--- config.mk ---
export PLATFORM = sky130hd
export DESIGN_NAME = add_sub
export DESIGN_NICKNAME = d
export VERILOG_FILES = /design/src/rtl/add_sub_pkg.sv /design/src/rtl/add_sub_core.sv /design/src/rtl/add_sub.sv
export SDC_FILE = /design/constraint.sdc
export NUM_CORES = 1
export LEC_CHECK = 0
export CORE_AREA = 2 2 39 41
export DETAILED_ROUTE_END_ITERATION = 16
export DIE_AREA = 0 0 41 43
export PLACE_DENSITY = 0.67
export REMOVE_ABC_BUFFERS = 1
export SLEW_MARGIN = 20
export SYNTH_ARGS = -nofsm -noshare
export SYNTH_HDL_FRONTEND = slang
export SYNTH_HIERARCHICAL = 1
export SYNTH_SLANG_ARGS = --single-unit
export TNS_END_PERCENT = 100
--- constraint.sdc ---
create_clock -name clk -period 6.2 [get_ports clk]
set_input_delay 1.55 -clock clk [delete_from_list [all_inputs] [get_ports clk]]
set_output_delay 1.55 -clock clk [all_outputs]
set_load 0.005 [all_outputs]
--- src/rtl/add_sub_pkg.sv ---
// Shared constants for the add_sub ALU slice: operation encodings and the
// default datapath width.
package add_sub_pkg;

  localparam logic MODE_ADD = 1'b0;
  localparam logic MODE_SUB = 1'b1;

  localparam int ADD_SUB_WIDTH = 4;

endpackage : add_sub_pkg

--- src/rtl/add_sub_core.sv ---
// Combinational two's-complement adder/subtractor built as a ripple chain of
// full-adder bit slices; subtract is A + ~B + 1.
module add_sub_core
  import add_sub_pkg::*;
#(
  parameter int WIDTH = ADD_SUB_WIDTH
) (
  input  logic [WIDTH-1:0] A,
  input  logic [WIDTH-1:0] B,
  input  logic             mode,
  output logic [WIDTH-1:0] sum,
  output logic             cout,
  output logic             ovf,
  output logic             zero
);

  logic [WIDTH-1:0] bi;
  logic [WIDTH:0]   c;

  // Inverting B and injecting mode as carry-in turns the adder into A - B.
  assign bi   = B ^ {WIDTH{mode == MODE_SUB}};
  assign c[0] = (mode == MODE_SUB);

  for (genvar i = 0; i < WIDTH; i++) begin : g_slice
    assign sum[i]  = A[i] ^ bi[i] ^ c[i];
    assign c[i+1]  = (A[i] & bi[i]) | (c[i] & (A[i] ^ bi[i]));
  end

  // In subtract mode cout is the "no borrow" flag; it is deliberately not inverted.
  assign cout = c[WIDTH];
  assign ovf  = (A[WIDTH-1] == bi[WIDTH-1]) && (sum[WIDTH-1] != A[WIDTH-1]);
  assign zero = ~|sum;

endmodule : add_sub_core

--- src/rtl/add_sub.sv ---
// Registered adder/subtractor slice: one-cycle latency, synchronous active-low
// reset, output registers only written on valid input.
module add_sub
  import add_sub_pkg::*;
#(
  parameter int WIDTH = ADD_SUB_WIDTH
) (
  input  logic             clk,
  input  logic             rst_n,
  input  logic             in_valid,
  input  logic [WIDTH-1:0] A,
  input  logic [WIDTH-1:0] B,
  input  logic             mode,
  output logic             out_valid,
  output logic [WIDTH-1:0] result,
  output logic             carry,
  output logic             overflow,
  output logic             zero
);

  logic [WIDTH-1:0] core_sum;
  logic             core_cout;
  logic             core_ovf;
  logic             core_zero;

  add_sub_core #(
    .WIDTH (WIDTH)
  ) u_core (
    .A    (A),
    .B    (B),
    .mode (mode),
    .sum  (core_sum),
    .cout (core_cout),
    .ovf  (core_ovf),
    .zero (core_zero)
  );

  // NOTE: sequential state uses non-blocking assignments so every register
  // samples pre-edge values, independent of statement order.
  always_ff @(posedge clk) begin
    if (!rst_n) begin
      out_valid <= 1'b0;
      result    <= '0;
      carry     <= 1'b0;
      overflow  <= 1'b0;
      zero      <= 1'b0;
    end else begin
      out_valid <= in_valid;
      // Flags hold when idle, so undriven operands never reach the outputs.
      if (in_valid) begin
        result   <= core_sum;
        carry    <= core_cout;
        overflow <= core_ovf;
        zero     <= core_zero;
      end
    end
  end

endmodule : add_sub

==> images/layers.png <==
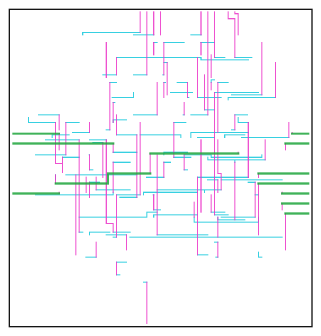
Magenta stands for M2, wire length 358 um. Green stands for M3, wire length 81.3 um. Cyan stands for M1, wire length 336 um.

==> images/placed.png <==
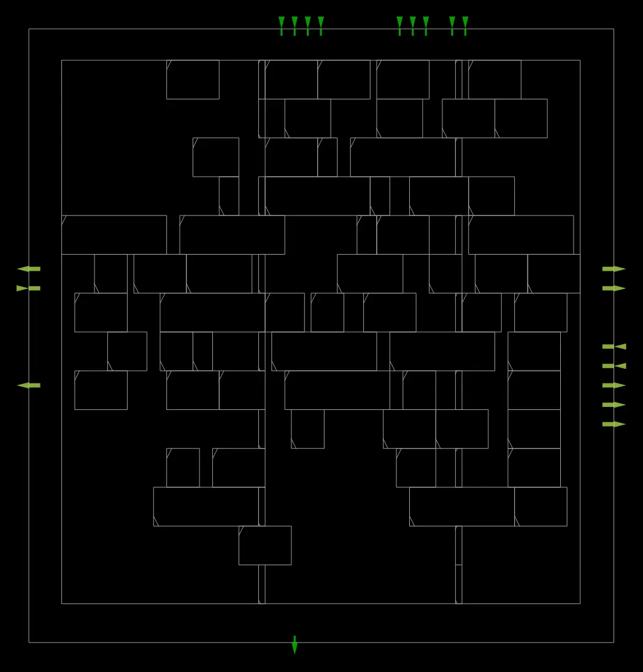
flop count: 8
Row Count: 14
Core Util, Final: 0.486
Core Box Area: 0.00138 sq mm

==> images/clock_wires.png <==
Bar = 10 um.
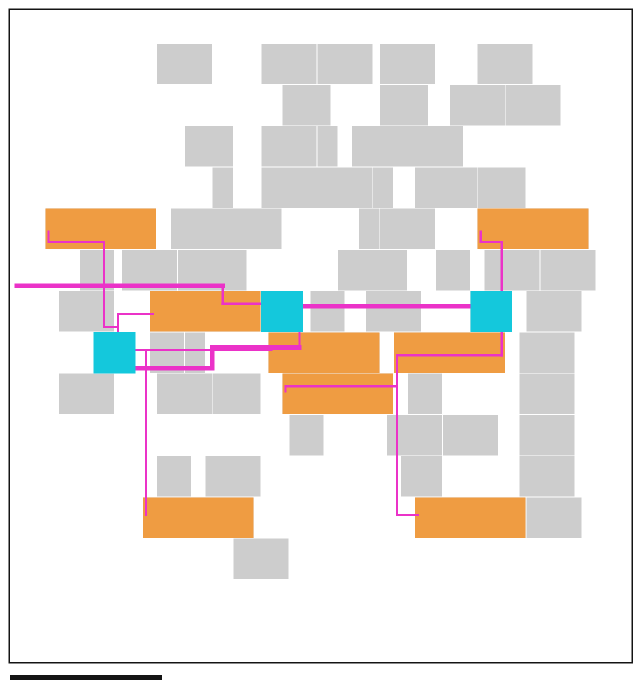
Magenta stands for clock wires, length 121 um. Orange stands for flip-flops, count 8. Cyan stands for clock-net drivers, count 3.
There are 4 routed clock nets.

==> images/pinout.png <==
Pins as bars across the die edge, other pins in gray.
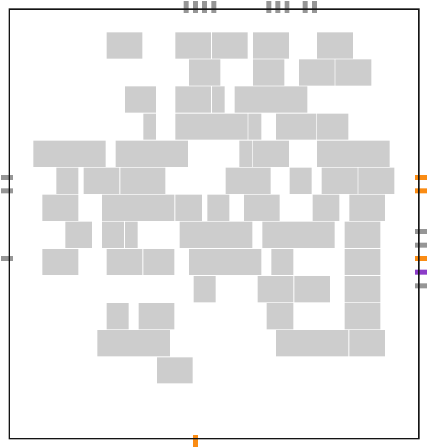
Purple stands for `zero`, pins 1, direction output, edge right. Orange stands for `result`, pins 4, direction output, edge 3 right, 1 bottom.
All pins by edge: 9 top, 7 right, 3 left, 1 bottom.

==> flow_metrics.tcl <==
# metrics dict for downstream scripts
set metrics [dict create \
    die-area_sq_mm 0.00176 \
    combGateArea_sq_um 265 \
    gp_congestion 0.622 \
    wl_um 774 \
    worst-path-max-fanout 3 \
    hold_slack_ns 0.516 \
    grt_overflow 0 \
    vias 340 \
    top_cells_by_area "dfxtp_1, mux2i_1, fa_1" \
    worst_slew_pin_slew_ns 0.433 \
    die_h_um 43 \
    nFillCells 149 \
    crit_top_cell "fa_1" \
    clkTransAtPathRegs_ns 0.05 \
    seqPwrFrac 0.406 \
    cts_root_buffer "clkbuf_4" \
    slew-limit-headroom 0.711 \
    drcViolationCount 0 \
    cp_top_family "adder cells" \
    pwr-share-clk 0.276 \
    grt_pass1_vias 327 \
    path_cells "clkdlybuf4s50_1, mux2_2, fa_1, inv_1, fa_1, inv_1, fa_1, nor4_2, mux2i_1, nor2b_1" \
    firstDrtPassIters 2 \
    grt_pass1_wl_um 1290 \
    min_period_ns 3.83 \
    drv_slew 0 \
    nets 79 \
    via_per_inst 4.42 \
    hp-class "reg2reg" \
    cts_tree "yes" \
    slowest_stage "clkdlybuf4s50_1" \
    syn_to_final_growth_pct 49.0 \
    period_used_share 0.617 \
    cts_sinks 8 \
    finalPower_uw 145 \
    p_sw_frac 0.265 \
    hold_viol_final 0 \
    cts_resized 0 \
    p_switching_uw 38.4 \
    synth_area_leader_cell "dfxtp_1" \
    r2r_slack_ns 5.60 \
    lay_top_count "clkdlybuf4s50_1" \
    setup_tns_ns 0 \
    seq_area_frac_synth 0.355 \
    power.density_mw_per_mm2 215 \
    cts_made_buffers 3 \
    syn-mean-instance-area_sq_um 11.3 \
    ys_cells 40 \
    cts_setup_buffers 0 \
    drv_cap 0 \
    dp_hpwl_um 629 \
    netlist_area_sq_um 452 \
    cp.required_ns 6.39 \
    die_width_um 41 \
    yosys_area_sq_um 452 \
    layout-drive-gt1-share 0.0984 \
    seq_area_sq_um 160 \
    irDropWorstVdd_mv 0.173 \
    yosysWarnings 6 \
    drtAntennaViolNets 0 \
    max_stage_delay_ns 0.50 \
    leakage_nw 0.281 \
    crit_type "in2reg" \
    path_buffers 3 \
    p_comb_frac 0.319 \
    drtIter0Drc 1 \
    antenna_found_initial 0 \
    grt_max_degree 9 \
    arrival_ns 4.02 \
    fin_skew_ns 0 \
    setup_viol 0 \
    synth-seq-cells 8 \
    grt_usage 0.112 \
    clock_latency_ns 0.25 \
    worstSetupStartpointType "input port" \
    wl_per_cell_um 10.1 \
    timing.fmax_mhz 261 \
    htree_levels 1 \
    rsz0062_at_grt "false" \
    numPortBuffers 19 \
    p_int_uw 107 \
    io_pins 20 \
    antenna_cells 0 \
    synth_cell_types 13 \
    outcome "complete, no violations" \
    initial_core_util 0.326 \
    warnings 26 \
    clockBufferDepth 2 \
    synthCells 40 \
    crit_path_end_kind "flop" \
    postCtsHoldBufs 0 \
    top_cell_area_share 0.355 \
    final_cell_mix "clkdlybuf4s50_1, dfxtp_1, mux2i_1, nor2b_1, inv_1" \
]
## cell usage after synthesis
cell and n:
mux2i_1 7, nor4_2 1, dfxtp_1 8, and2_2 1, ha_1 1, xnor2_1 2
mux2_2 1, fa_1 3, buf_6 1, inv_1 4, nor2_1 1, xor2_1 3
nor2b_1 7
## sequential cells by signal, summed over array words and instances, names as in the netlist
signal,flops
out_valid,1
overflow,1
zero,1
carry,1
result,4
## power by group through the flow
| stage | registers (mW) | clock network, mW | logic, mW |
|---|---|---|---|
| after floorplan | 0.0603 | 0 | 0.0235 |
| after global placement | 0.0599 | 0 | 0.0467 |
| after detailed placement | 0.0598 | 0 | 0.0471 |
| after CTS | 0.0589 | 0.0420 | 0.0473 |
| after global routing | 0.0594 | 0.0461 | 0.0514 |
| final | 0.0588 | 0.0399 | 0.0462 |
## worst reg2reg max path: cells and delay by family, from the launching register on
kind,cells,cell delay [ns]
mux,1,0.12
simple gates,1,0.06
flops,1,0.31
## layer usage
layer	track usage	share of wire	vias to the layer above
met1	0.144	0.43	156
met3	0.0942	0.10	0
met2	0.144	0.46	14
met4	0.0200	0	0
met5	0	0	-
li1	-	-	170
## final cells by class
type	instances	area share
multi-input cells	27	0.394
repair buffers	19	0.283
flip-flops and latches	8	0.238
clock buffers	3	0.0335
well taps	16	0.0297
inverters	4	0.0223
## final timing paths
kind	from	end	depth (start not counted)
hold reg to reg	result[3]	result[3]	2
setup reg to reg	zero	zero	2
hold / removal	result[3]	result[3]	2
setup / recovery	B[0]	zero	10
## kinds of logic (layout without fill, tap and decap cells)
group,after synthesis,after routing,synth area share
mux,8,8,0.180
xor+xnor,5,5,0.0970
simple gates,10,10,0.150
fa+ha+maj,4,4,0.161
buf+inv,5,26,0.0582
flops,8,8,0.355
## stage by stage
step | std cells | setup slack (ns) | area, sq um
floorplan | 39 | 2.74 | 440
global placement | 74 | 2.10 | 651
detailed placement | 74 | 2.08 | 651
CTS | 77 | 2.34 | 673
global route | 77 | 2.29 | 673
finish | 77 | 2.37 | 673
Power figures rest on the tool's default switching activity, not on a simulated workload.
